--- src/rtl/muldiv_sequencer.sv ---
// Iterative unsigned MULT/DIV sequencer, one bit per clock.
// Drives HI/LO with a start/busy/done handshake for the core stall logic.
module muldiv_sequencer #(
  parameter int WIDTH = 32
) (
  input  logic             clk,
  input  logic             rst,
  input  logic             start,
  input  logic [2:0]       op,
  input  logic [WIDTH-1:0] a,
  input  logic [WIDTH-1:0] b,
  input  logic             abort,
  output logic             busy,
  output logic             done,
  output logic [WIDTH-1:0] hi,
  output logic [WIDTH-1:0] lo,
  output logic             div_by_zero
);

  localparam int CW = (WIDTH > 1) ? $clog2(WIDTH) : 1;
  localparam logic [2:0] OP_MULT = 3'b010;
  localparam logic [2:0] OP_DIV  = 3'b011;

  typedef enum logic [1:0] {IDLE, MUL, DIV, FIN} state_t;

  state_t           state;
  logic [CW-1:0]    cnt;
  logic [WIDTH-1:0] mcand;
  logic [WIDTH-1:0] dvsr;
  logic [WIDTH-1:0] rem;
  logic [WIDTH-1:0] quo;
  logic [2*WIDTH-1:0] acc;

  logic [WIDTH:0]     mul_sum;
  logic [2*WIDTH-1:0] acc_nx;
  logic [WIDTH:0]     div_sh;
  logic [WIDTH:0]     div_diff;
  logic               div_ge;
  logic [WIDTH-1:0]   rem_nx;
  logic [WIDTH-1:0]   quo_nx;
  logic               accept;

  // One shift-add and one restoring-divide step computed from current state.
  always_comb begin
    mul_sum  = {1'b0, acc[2*WIDTH-1:WIDTH]}
             + ({1'b0, mcand} & {(WIDTH+1){acc[0]}});
    acc_nx   = {mul_sum, acc[WIDTH-1:1]};
    div_sh   = {rem, quo[WIDTH-1]};
    div_diff = div_sh - {1'b0, dvsr};
    div_ge   = (div_sh >= {1'b0, dvsr});
    rem_nx   = div_ge ? div_diff[WIDTH-1:0] : div_sh[WIDTH-1:0];
    quo_nx   = {quo[WIDTH-2:0], div_ge};
    accept   = (state == IDLE) && start && !abort
             && ((op == OP_MULT) || (op == OP_DIV));
  end

  // Sequencer FSM with registered handshake and result outputs.
  always_ff @(posedge clk) begin
    if (rst) begin
      state       <= IDLE;
      cnt         <= '0;
      busy        <= 1'b0;
      done        <= 1'b0;
      hi          <= '0;
      lo          <= '0;
      div_by_zero <= 1'b0;
      mcand       <= '0;
      dvsr        <= '0;
      rem         <= '0;
      quo         <= '0;
      acc         <= '0;
    end else begin
      case (state)
        IDLE: begin
          if (accept) begin
            div_by_zero <= 1'b0;
            cnt         <= CW'(WIDTH-1);
            busy        <= 1'b1;
            mcand       <= a;
            dvsr        <= b;
            acc         <= {{WIDTH{1'b0}}, b};
            rem         <= '0;
            quo         <= a;
            if (op == OP_MULT) begin
              state <= MUL;
            end else if (b == '0) begin
              state       <= FIN;
              done        <= 1'b1;
              hi          <= a;
              lo          <= '1;
              div_by_zero <= 1'b1;
            end else begin
              state <= DIV;
            end
          end
        end
        MUL: begin
          if (abort) begin
            state <= IDLE;
            busy  <= 1'b0;
          end else begin
            acc <= acc_nx;
            cnt <= cnt - CW'(1);
            if (cnt == '0) begin
              state <= FIN;
              done  <= 1'b1;
              hi    <= acc_nx[2*WIDTH-1:WIDTH];
              lo    <= acc_nx[WIDTH-1:0];
            end
          end
        end
        DIV: begin
          if (abort) begin
            state <= IDLE;
            busy  <= 1'b0;
          end else begin
            rem <= rem_nx;
            quo <= quo_nx;
            cnt <= cnt - CW'(1);
            if (cnt == '0) begin
              state <= FIN;
              done  <= 1'b1;
              hi    <= rem_nx;
              lo    <= quo_nx;
            end
          end
        end
        FIN: begin
          state <= IDLE;
          done  <= 1'b0;
          busy  <= 1'b0;
        end
        default: begin
          state <= IDLE;
          done  <= 1'b0;
          busy  <= 1'b0;
        end
      endcase
    end
  end

endmodule
--- config.mk ---
export PLATFORM = sky130hd
export DESIGN_NAME = muldiv_sequencer
export DESIGN_NICKNAME = d
export VERILOG_FILES = /design/src/rtl/muldiv_sequencer.sv
export SDC_FILE = /design/constraint.sdc
export NUM_CORES = 1
export LEC_CHECK = 0
export CORE_ASPECT_RATIO = 1.1
export CORE_MARGIN = 3
export CORE_UTILIZATION = 40
export DETAILED_ROUTE_END_ITERATION = 8
export MAX_ROUTING_LAYER = met4
export SYNTH_ARGS = -nofsm -noshare
export SYNTH_HDL_FRONTEND = slang
export SYNTH_SLANG_ARGS = --single-unit
--- constraint.sdc ---
create_clock -name clk -period 4.8 [get_ports clk]
set_clock_uncertainty 0.2 [all_clocks]
set_input_delay 0.96 -clock clk [delete_from_list [all_inputs] [get_ports clk]]
set_output_delay 0.96 -clock clk [all_outputs]
set_load 0.01 [all_outputs]
**Run 1: sequential cells grouped by signal name**

(2 px per µm) Other sequential cells in the stronger grey, the rest of the logic in the fainter grey.
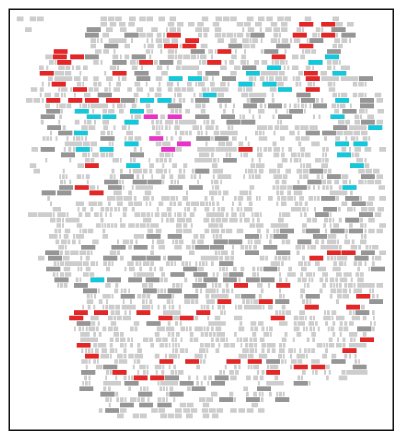
Red is acc, sequential cells 64, where all over the die. Cyan is quo, sequential cells 32, where a horizontal strip, top. Magenta is cnt, sequential cells 5.
Another 165 sequential cells are not coloured.

**Run 1: met1 routing**

(1.5 px per µm)
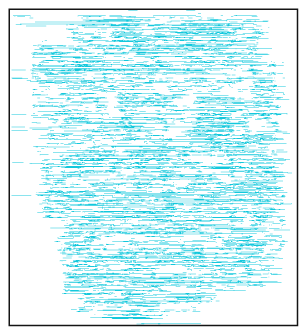
1988 nets have wire on it. The longest straight run is 67.2 µm. The wires run mostly horizontal.
Routed WL: 52.1 mm
GR met1 Demand/Resource: 32.9%

**Run 1: zoomed window**

Window x 131 to 156, y 145 to 170 µm. Cells in grey, sequential cells in the stronger grey; small squares are vias.
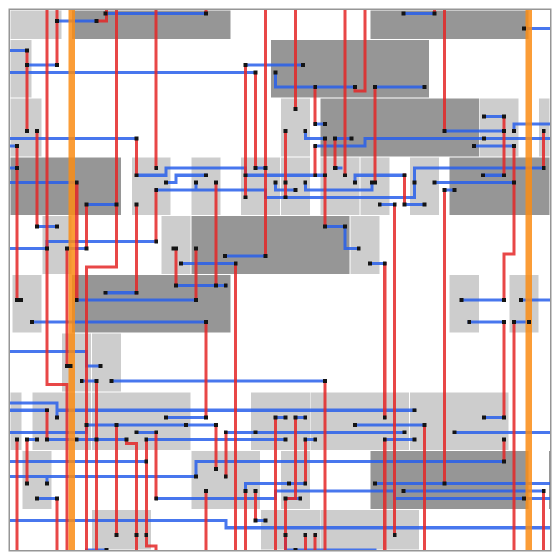
Orange is met4. Red is met2. Blue is met1.
37 logic cells have their middle in the window. Most frequent: inv_1 (9), dfxtp_1 (7). Netlist names of flops here include dvsr (6), rem (1). Sequential cells in the window: 7.

==> results_dict.tcl, run 1 <==
# implementation run metrics
set metrics [dict create \
    status "complete, no violations" \
    cts_tree "built" \
    overflow 0 \
    ys_seq_elements 266 \
    final_cell_area_mm2 0.0177 \
    drv_cap 0 \
    cts_buffers 30 \
    finalClockPeriodUsage_pct 85.9 \
    ioPinCount 138 \
    min_from "mcand[21]" \
    num_rows 74 \
    slew_headroom_pct 32.5 \
    power.switching_mw 4.94 \
    finalPower_mw 11.3 \
    crit_fanout 12 \
    grt_pass1_wl_mm 79.4 \
    endpoint_kind "register" \
    antenna_found_initial 1 \
    synth.net_count 2049 \
    cts_setup_buffers 0 \
    drtPass1Iterations 5 \
    syn_area_mm2 0.0151 \
    vias_per_cell 5.80 \
    ys_area_mm2 0.0151 \
    chipArea_mm2 0.0401 \
    finalCriticalPeriod_ns 4.13 \
    area_growth_pct 17.5 \
    worst_pin_slew_ns 1.01 \
    avgSynthCellArea_um2 7.92 \
    p_sw_share_pct 43.6 \
    fp_util_pct 40.6 \
    dieHeight_um 210 \
    grt_max_degree 140 \
    drc 0 \
    fmax_ghz 0.242 \
    rsz0062_at_grt "no" \
    met3_usage_pct 2.49 \
    io_buffers 137 \
    synth_area_leader_cell "dfxtp_1" \
    postPlaceCellArea_mm2 0.0168 \
    grt_use_total_pct 25.8 \
    hpwl_mm 37.6 \
    rr_endpoint "hi[28]" \
    startpoint "acc[0]" \
    worst_hold_path_type "reg2reg" \
    startpoint_type "register" \
    r2r-start "acc[0]" \
    lay_top_cells "266 x dfxtp_1, 249 x nand2_1, 192 x nor2_1" \
    power.density_mw_per_mm2 639 \
    yosysWarnings 0 \
    p_int_mw 6.39 \
    hold_end "mcand[21]" \
    leakagePower_nw 6.38 \
    ys_top_cells_by_area "dfxtp_1 35%, nand2_1 6.2%, a21oi_1 6.2%, ha_1 5.8%, mux2i_1 5.4%" \
    grt_use_met2_pct 43.1 \
    via_count 14300 \
    core_mm2 0.0372 \
    wl_met3_mm 2.07 \
    grt_pass1_vias 13300 \
    warning_count 32 \
    cts_resized 0 \
    combPwrFrac_pct 50.5 \
    clk_pin_slew_ns 0.06 \
    whs_path_depth 2 \
    drive_above_1_share_pct 4.87 \
    nNetsFinal 2094 \
    cts.path.max_buffers 3 \
    netlist.area_leader.share_pct 35.3 \
    crit_end "hi[28]" \
    h-tree-depth 1 \
    ys_cells 1906 \
    die_w_um 191 \
    slew_violations 0 \
    reg2reg_slack_ns 0.67 \
    top_usage_layer "met2" \
    arrival_ns 4.40 \
    wl_met2_mm 25.4 \
    pwr-share-seq_pct 29.1 \
    lay_top_count "dfxtp_1" \
    postSynthSeqShare_pct 35.3 \
    worst-setup-path-type "reg2reg" \
    cts.sinks 266 \
    synthArstFlopShare_pct 0 \
    clk_latency_ns 0.57 \
    n_antenna_cell 0 \
    yosysUniqueCellTypes 66 \
    maxUsedRoutingLayer "met4" \
    wl_per_cell_um 21.1 \
    peakVddDrop_mv 0.787 \
    p_clk_share_pct 20.4 \
    place_congestion 0.943 \
    synth-edff-count 0 \
    worstRegToRegCells 13 \
    drt_iter0_drc 1247 \
    ys.flop_type "dfxtp_1" \
    postRouteAntennaNets 0 \
    fin_setup_tns_ns 0 \
    setup-violations-final 0 \
    netlist_instances 1906 \
    hold_viol_final 0 \
    cts_root_buf "clkbuf_16" \
    cp.required_ns 5.07 \
    wl_met1_mm 22.8 \
    cts_hold_buffers 0 \
]
-- run 1: cell type report --
| type | instances | area (µm²) |
|---|---|---|
| Multi-Input combinational cell | 1438 | 9040 |
| Clock buffer | 44 | 895 |
| Fill cell | 3683 | 19500 |
| Timing Repair Buffer | 156 | 1540 |
| Clock inverter | 7 | 87.6 |
| Inverter | 59 | 221 |
| Tap cell | 494 | 618 |
| Sequential cell | 266 | 5330 |
-- run 1: cell usage after synthesis, drive strengths merged, types with 4 or more instances --
| cell type | number |
|---|---|
| dfxtp | 266 |
| nand2 | 249 |
| nor2 | 194 |
| a21oi | 187 |
| clkbuf | 125 |
| mux2i | 81 |
| a211oi | 73 |
| o21ai | 71 |
| ha | 70 |
| inv | 59 |
| a311oi | 43 |
| and2 | 38 |
| nor3 | 36 |
| xnor2 | 36 |
| a22oi | 35 |
| nand3 | 35 |
| or3 | 33 |
| a21o | 23 |
| nor4 | 23 |
| o21a | 23 |
| buf | 18 |
| xor2 | 17 |
| nand3b | 15 |
| and3 | 12 |
| nand2b | 12 |
| o211a | 11 |
| o211ai | 11 |
| nor2b | 10 |
| a221oi | 9 |
| a31oi | 9 |
| nand4 | 9 |
| a2111oi | 6 |
| mux2 | 6 |
| o2111ai | 6 |
| o21bai | 6 |
| o22ai | 6 |
| nor4b | 5 |
| or2 | 5 |
| a211o | 4 |
| o31a | 4 |
| o31ai | 4 |
-- run 1: cell families after synthesis --
kind of cell	after synthesis	share of synthesized area [%]
xor+xnor	53	3.07
mux	87	5.89
compound gates	543	23.7
fa+ha+maj	72	6.07
flops	266	35.3
simple gates	683	20.8
buf+inv	202	5.23
-- run 1: power groups by stage --
| stage | clock (mW) | combinational [mW] | sequential [mW] |
|---|---|---|---|
| 2_1_floorplan | 0 | 4.01 | 3.22 |
| 3_3_place_gp | 0 | 5.62 | 3.33 |
| 3_5_place_dp | 0 | 5.67 | 3.34 |
| 4_1_cts | 2.35 | 5.69 | 3.29 |
| 5_1_grt | 2.43 | 6.22 | 3.35 |
| 6_report | 2.31 | 5.73 | 3.30 |
-- run 1: per-stage QoR --
step           utilization, %  cells  hold WS [ns]  setup WS (ns)
3_3_place_gp             45.0   2413         0.238          0.630
4_1_cts                  47.6   2464         0.250          0.782
5_1_grt                  47.6   2464         0.271          0.361
3_5_place_dp             45.0   2413         0.242          0.570
2_1_floorplan               -   1906         0.232           1.54
6_report                 47.6   2464         0.249          0.675
-- run 1: state kept, by name, indices dropped and copies added, names as in the netlist --
signal and cells:
cnt 5, quo 32, hi 32, state 2, dvsr 32, lo 32, mcand 32, done 1
rem 32, div_by_zero 1, busy 1, acc 64
-- run 1: worst max-delay path: stages (launching register included) --
cell,delay [ns]
dfxtp_1,0.61
nand2_1,0.17
inv_1,0.08
ha_1,0.24
a211oi_1,0.31
o21bai_1,0.16
a311oi_1,0.50
o22ai_1,0.25
a21oi_1,0.47
o31a_1,0.31
o21ai_1,0.10
xor2_1,0.21
a21oi_1,0.10
a221oi_1,0.32
**Run 1: track usage over the die**

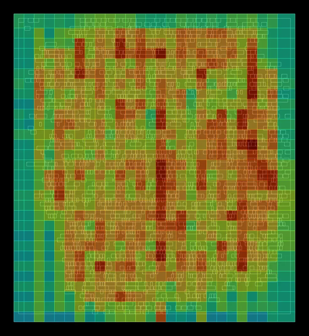

==> inputs of run 2 (changes only) <==
- HOLD_SLACK_MARGIN: not set -> 0.02
- MAX_ROUTING_LAYER: met4 -> not set
**Run 2: track usage over the die**

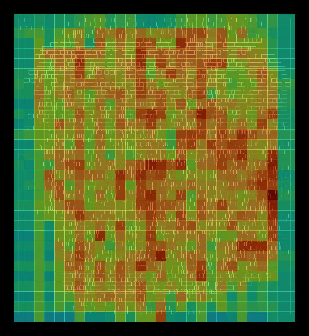
fin util: 47.8%
GRT Total Usage: 25.5%
GR Layer Usage met2: 44.1%
GR met1 Demand/Resource: 33.5%
post-DR wirelength/cell: 21.3 µm

==> results_dict.tcl, run 2 <==
# implementation run metrics
set metrics [dict create \
    finalCriticalPeriod_ns 4.16 \
    slew_violations 0 \
    endpoint_kind "register" \
    num_rows 74 \
    syn_area_mm2 0.0151 \
    cts_tree "built" \
    place_congestion 0.937 \
    synthXorXnorAreaFrac_pct 3.07 \
    finalClockPeriodUsage_pct 86.7 \
    drv_cap 0 \
    postSynthSeqShare_pct 35.3 \
    hpwl_mm 38.1 \
    die_w_um 191 \
    area_growth_pct 17.8 \
    h-tree-depth 1 \
    rsz0062_at_grt "no" \
    leakagePower_nw 6.41 \
    hold_viol_final 0 \
    mux_area_share_pct 5.89 \
    startpoint_type "register" \
    ys_area_mm2 0.0151 \
    setup-violations-final 0 \
    wl_met3_mm 2.38 \
    dieHeight_um 210 \
    status "complete, no violations" \
    synth.most_common_cell "dfxtp_1" \
    cts_hold_buffers 0 \
    finalWirelength_mm 52.5 \
    netlist.area_leader.share_pct 35.3 \
    drive_above_1_share_pct 5.16 \
    drt_iter0_drc 1217 \
    netlist_instances 1906 \
    slew_headroom_pct 31.2 \
    cp.required_ns 5.08 \
    crit_fanout 4 \
    maxUsedRoutingLayer "met4" \
    place_ws_ns 0.581 \
    top_logic_kind "AND-OR/OR-AND gates" \
    cts_root_buf "clkbuf_16" \
    warning_count 32 \
    grt_pass1_vias 13400 \
    cts_buffers 30 \
    worst_hold_path_type "reg2reg" \
    clk_pin_slew_ns 0.06 \
    power.density_mw_per_mm2 642 \
    nNetsFinal 2098 \
    lay_top_count "dfxtp_1" \
    postRouteAntennaNets 0 \
    cts.path.max_buffers 3 \
    synth-edff-count 0 \
    synth_area_leader_cell "dfxtp_1" \
    cts_setup_buffers 0 \
    wl_met2_mm 25.9 \
    via_count 14300 \
    fp_util_pct 40.6 \
    arrival_ns 4.44 \
    wl_met1_mm 22.7 \
    ys.flop_type "dfxtp_1" \
    regMostFlops "acc" \
    cts_resized 0 \
    vias_per_cell 5.80 \
    grt_max_degree 126 \
    n_antenna_cell 0 \
]
==> run 2: cell counts after synthesis <==
No cell type changed its count.
==> run 2: kinds of logic after synthesis <==
group,Yosys count
XOR/XNOR,53
flip-flops,266
multiplexers,87
buffers and inverters,202
AND-OR/OR-AND,543
adder cells (fa/ha/maj),72
AND/OR/NAND/NOR,683
==> run 2: per-layer routing <==
layer | vias to the layer above | GRT usage, %
met4 | 0 | 7.74
met2 | 425 | 44.1
met3 | 75 | 2.34
met1 | 6886 | 33.5
met5 | - | 0
li1 | 6941 | -
==> run 2: worst max-delay path, cell delays in order, from the launching register on <==
cell and delay [ns]:
dfxtp_1 0.37, inv_1 0.06, ha_1 0.21, fa_1 0.41, nor2b_1 0.17, o31a_1 0.24, o21ai_0 0.24, a211oi_1 0.62
o21bai_1 0.20, a21boi_0 0.23, o21ai_0 0.14, a2111oi_0 0.48, a311oi_1 0.15, a311oi_1 0.34
==> run 2: power by group <==
group          switching, mW  internal (mW)  total (mW)
registers              0.519           2.78        3.30
logic                   3.54           2.24        5.78
clock network          0.944           1.39        2.34
total                   5.01           6.41        11.4
==> run 2: path summary, 6_finish.rpt <==
path,to,slack (ns),start,cells after the start
worst max-delay path,hi[26],0.64,quo[31],13
worst min-delay path,mcand[10],0.25,mcand[10],2
worst max register to register,hi[26],0.64,quo[31],13
worst min register to register,mcand[10],0.25,mcand[10],2
==> run 2: layout make-up <==
type	instances	area (µm²)
Tap cell	494	618
Timing Repair Buffer	160	1570
Clock buffer	49	953
Inverter	59	221
Sequential cell	266	5330
Multi-Input combinational cell	1438	9040
Fill cell	3692	19400
Clock inverter	5	50.0
==> run 2: through the flow <==
stage,util (%),std cells,hold WS (ns),instance area [µm²],total power [mW]
final,47.8,2471,0.250,17800,11.4
after global routing,47.8,2471,0.270,17800,12.1
after CTS,47.8,2471,0.250,17800,11.4
after detailed placement,45.1,2417,0.242,16800,9.06
after global placement,45.1,2417,0.239,16800,8.99
after floorplan,-,1906,0.232,15100,7.23
Power and IR drop assume default switching activity.
